Design shift_sequencer, sky130hd; sources not shown.
run_1/met1.png
Supply wires on this layer in grey.
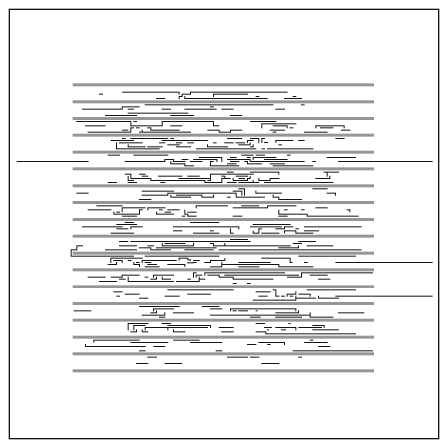
main direction = horizontal
nets with wire on the layer = 144
longest straight run = 23.0 um
share of all routed wire = 43%
wire length on this layer = 1300 um
met1 GRT Util: 14.4%
routed vias: 1056
routed wire length: 2990 um

run_1/met2.png
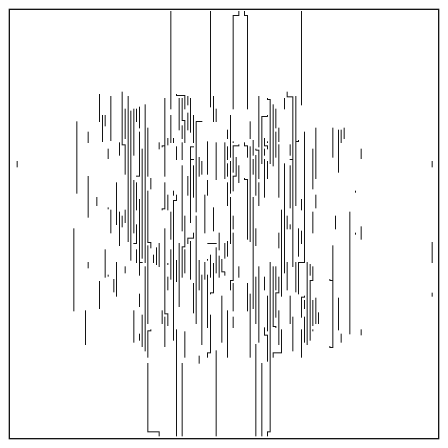
longest straight run = 27.5 um
nets with wire on the layer = 141
share of all routed wire = 48%
main direction = vertical
wire length on this layer = 1450 um
GR Layer Usage met2: 20.6%

run_1/met3.png
Scale bar: 20 um.
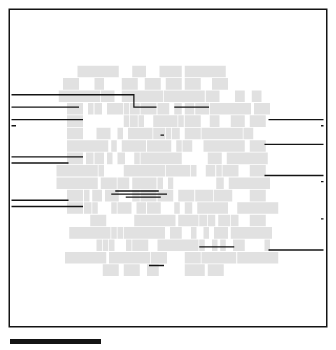
wire length on this layer = 216 um
nets with wire on the layer = 21
main direction = horizontal
longest straight run = 26.7 um
met3 GRT Util: 3.71%

==> job_summary.md, run 1 <==
## Implementation flow summary

| Metric | Value |
|---|---|
| Outcome | finished clean |
| Hold WC Path Type | reg -> reg |
| Top cell excl fill/tap | nand2_1 |
| DR top layer | met4 |
| Leakage | 0.693 nW |
| Comb area | 632 um2 |
| Post-DP Area | 1540 um2 |
| Clk_buf instances | 4 |
| Netlist cell types | 30 |
| Count leader, synth | nand2_1 |
| # Cells Yosys | 125 |
| Setup slack after layout | 1.01 ns |
| DRT iter0 DRCs | 53 |
| GRT Residual Overflow | 0 |
| Comb gates | 87 |
| Power Internal | 0.698 mW |
| Reg clk slew, reported paths | 0.13 ns |
| Reg-to-reg setup timing slack | 2.08 ns |
| Num CTS Buffers | 3 |
| Crit. End Element | output pin |
| Combinational share of power | 50.0% |
| Synth Warn # | 6 |
| Routed wl met2 | 1450 um |
| Flops out of synthesis | 24 |
| Area leader, netlist | dfrtp_1 |
| Layout Cells excl Fill | 174 |
| P_sw | 0.468 mW |
| Main flop type | dfrtp_1 |
| Buffers, non-clock | 26 |
run_1/final_clocks.png
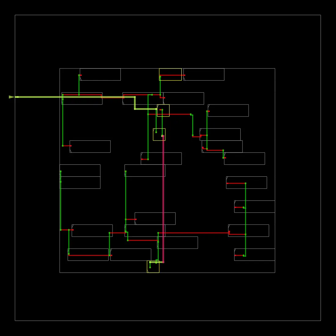

==> run 1 -> run 2 <==
--- a/config.mk
+++ b/config.mk
@@ -7,9 +7,9 @@
 export LEC_CHECK = 0
 export CAP_MARGIN = 20
 export CORE_MARGIN = 10
-export CORE_UTILIZATION = 54
+export CORE_UTILIZATION = 45
 export DETAILED_ROUTE_END_ITERATION = 6
-export PLACE_DENSITY = 0.84
+export PLACE_DENSITY = 0.74
 export RECOVER_POWER = 50
 export SLEW_MARGIN = 40
 export SYNTH_ARGS = -nofsm -noshare
==> constraint.sdc (replaced) <==
create_clock -name clk -period 2.55 [get_ports clk]
set_input_delay 0.51 -clock clk [delete_from_list [all_inputs] [get_ports clk]]
set_output_delay 0.51 -clock clk [all_outputs]
set_load 0.01 [all_outputs]
run_2/final_clocks.png
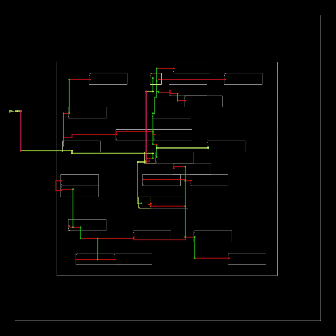
Max Clock Skew: 0.00166 ns
clock latency on the worst-skew pair: 0.31 ns
clk_buf instances: 3
sequential cell count: 24
Num CTS Buffers: 3

==> job_summary.md, run 2 <==
## Implementation flow summary

| Metric | Value |
|---|---|
| Netlist cell types | 30 (unchanged) |
| Outcome | finished clean (unchanged) |
| Reg clk slew, reported paths | 0.13 ns (about the same) |
| Largest net degree at the start of global routing | 28 (was 29) |
| Yosys Chip Area | 1310 um2 (unchanged) |
| Routed wl met2 | 1440 um (was 1450 um) |
| Leakage | 0.705 nW (was 0.693 nW) |
| Routed vias | 1052 (was 1056) |
| Main flop type | dfrtp_1 (unchanged) |
| Setup slack after layout | 0.551 ns (was 1.01 ns) |
| Crit. End Element | output pin (unchanged) |
| Combinational share of power | 52.5% (was 50.0%) |
| Commonest cells post-synth | 25 x nand2_1, 24 x dfrtp_1, 9 x o21ai_0 (unchanged) |
| Routed wire length | 3090 um (was 2990 um) |
| Flops out of synthesis | 24 (unchanged) |
| Mux frac, synth | 13.9% (unchanged) |
| Comb gates | 87 (unchanged) |
| Post-DP Area | 1580 um2 (was 1540 um2) |
| Final instance area | 1600 um2 (was 1580 um2) |
| Adder-cell share of the synthesized area | 1.91% (unchanged) |
| DRC viols | 0 (unchanged) |
| P_sw | 0.765 mW (was 0.468 mW) |
| Syn Nets | 144 (unchanged) |
| Max-capacitance violation count | 0 (unchanged) |
| Synth Warn # | 6 (unchanged) |
| Relative slew slack | 13.4% (was 15.8%) |
| Main kind of combinational logic by area | AND-OR/OR-AND gates (unchanged) |
| Flop area | 601 um2 (unchanged) |
| Met3 GRT Util | 2.93% (was 3.71%) |
| Startpoint types | flip-flop (unchanged) |
| CP Buf/Inv Count | 2 (unchanged) |
| Comb area | 632 um2 (unchanged) |
| # Cells Yosys | 125 (unchanged) |
| Reg-to-reg setup timing slack | 0.95 ns (was 2.08 ns) |
| GR Layer Usage met2 | 18.1% (was 20.6%) |
| GRT Residual Overflow | 0 (unchanged) |
| DRT iter0 DRCs | 67 (was 53) |
| Pwr top | combinational logic (unchanged) |
| DR top layer | met4 (unchanged) |
| Area leader, netlist | dfrtp_1 (unchanged) |
| Power Internal | 1.12 mW (was 0.698 mW) |
| Buffers, non-clock | 30 (was 26) |
| Final clock-cell share | 1.41% (was 2.30%) |
| CP top delay family | buffers and inverters (unchanged) |
| Count leader, synth | nand2_1 (unchanged) |
| Post-DRT Antenna Nets | 0 (unchanged) |
| Met1 GRT Util | 16.0% (was 14.4%) |
run_2/gate_families.png
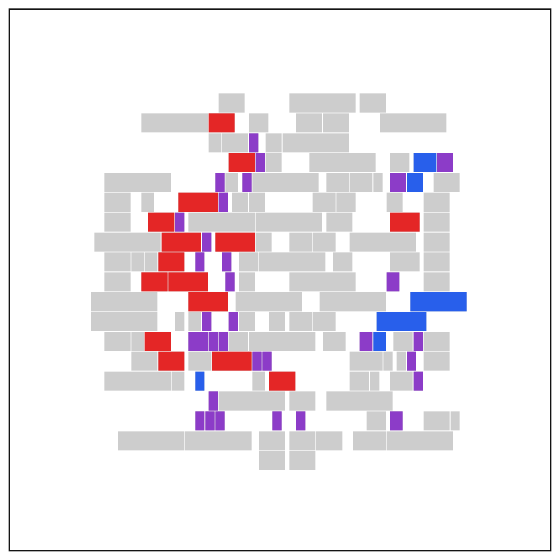
purple -> NAND gates  # cells 31, most used nand2_1
blue -> NOR gates  # cells 6, where east
red -> multiplexers  # cells 15, most used mux2i_1
Layout Cells excl Fill: 180
Comb/total area: 39.5%
Top cell excl fill/tap: nand2_1

run_2/met1.png
Supply wires on this layer in grey.
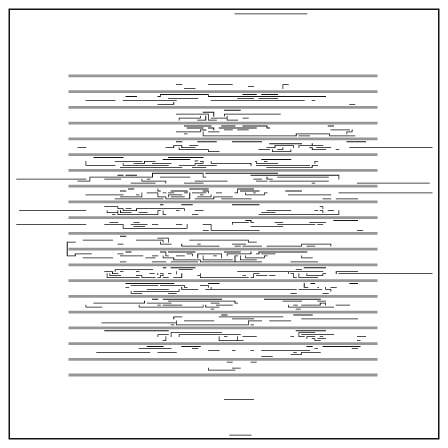

==> run 2 -> run 3 <==
==> constraint.sdc (replaced) <==
create_clock -name clk -period 1.62 [get_ports clk]
set_input_delay 0.324 -clock clk [delete_from_list [all_inputs] [get_ports clk]]
set_output_delay 0.324 -clock clk [all_outputs]
set_load 0.01 [all_outputs]
run_3/met1.png
Supply wires on this layer in grey.
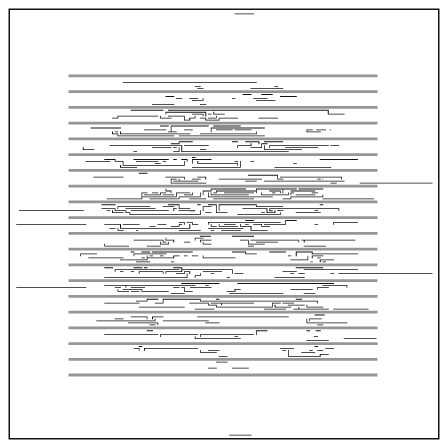
share of all routed wire = 43%
main direction = horizontal
nets with wire on the layer = 154
longest straight run = 27.6 um
met1 GRT Util: 14.3%
routed wire length: 3230 um

==> job_summary.md, run 3 <==
## Implementation flow summary

| Metric | Value |
|---|---|
| Reg-to-reg setup timing slack | 0.09 ns (was 0.95 ns) |
| Crit. End Element | output pin (unchanged) |
| Outcome | finished clean (unchanged) |
| Adder-cell share of the synthesized area | 1.91% (unchanged) |
| Flop area | 601 um2 (unchanged) |
| Inverters, non-clock | 5 (unchanged) |
| Count leader, synth | nand2_1 (unchanged) |
| Main flop type | dfrtp_1 (unchanged) |
| Wire per inst | 17.5 um (was 17.2 um) |
| Layout Cells excl Fill | 185 (was 180) |
| Buffers, non-clock | 35 (was 30) |
| DRT iter0 DRCs | 137 (was 67) |
| CP top delay family | buffers and inverters (unchanged) |
| Combinational share of power | 53.9% (was 52.5%) |
| Place WS | -0.111 ns (was 0.409 ns) |
| Clk_buf instances | 3 (unchanged) |
| P_sw | 1.24 mW (was 0.765 mW) |
| Sw Ratio | 40.6% (about the same) |
| Clock latency on the worst-skew pair | 0.31 ns (about the same) |
| Synth Area in XOR/XNOR | 0% (unchanged) |
| Comb/total area | 38.5% (was 39.5%) |
| Yosys Chip Area | 1310 um2 (unchanged) |
| Top cell excl fill/tap | nand2_1 (unchanged) |
| Post-DRT Antenna Nets | 0 (unchanged) |
| Mux frac, synth | 13.9% (unchanged) |
| Final clock-cell share | 1.36% (was 1.41%) |
| Netlist cell types | 30 (unchanged) |
| Routed wl met2 | 1590 um (was 1440 um) |
| Final instance area | 1650 um2 (was 1600 um2) |
| Flops out of synthesis | 24 (unchanged) |
| GR Layer Usage met2 | 20.8% (was 18.1%) |
| Sequential cell count | 24 (unchanged) |
| # Cells Yosys | 125 (unchanged) |
| GRT Residual Overflow | 0 (unchanged) |
| Vias in the first global route | 1128 (was 1032) |
| Post-DP Area | 1630 um2 (was 1580 um2) |
| Max H-tree Level | 1 (unchanged) |
| Reg clk slew, reported paths | 0.13 ns (about the same) |
| Max-capacitance violation count | 0 (unchanged) |
| Max Clock Skew | 0.0105 ns (was 0.00166 ns) |
| Fin Hold WS | 0.528 ns (was 0.544 ns) |
| Area leader, netlist | dfrtp_1 (unchanged) |
| Leakage | 0.749 nW (was 0.705 nW) |
| Commonest cells post-synth | 25 x nand2_1, 24 x dfrtp_1, 9 x o21ai_0 (unchanged) |
| Setup slack after layout | 0.0502 ns (was 0.551 ns) |
| CP Buf/Inv Count | 1 (was 2) |
| Largest net degree at the start of global routing | 25 (was 28) |
run_3/met3.png
Scale bar: 20 um.
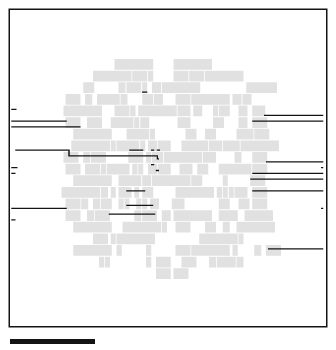
share of all routed wire = 6.5%
nets with wire on the layer = 22
routed vias: 1068
met3 GRT Util: 3.06%

No activity file was given, so power comes from the tool's default toggle rates.
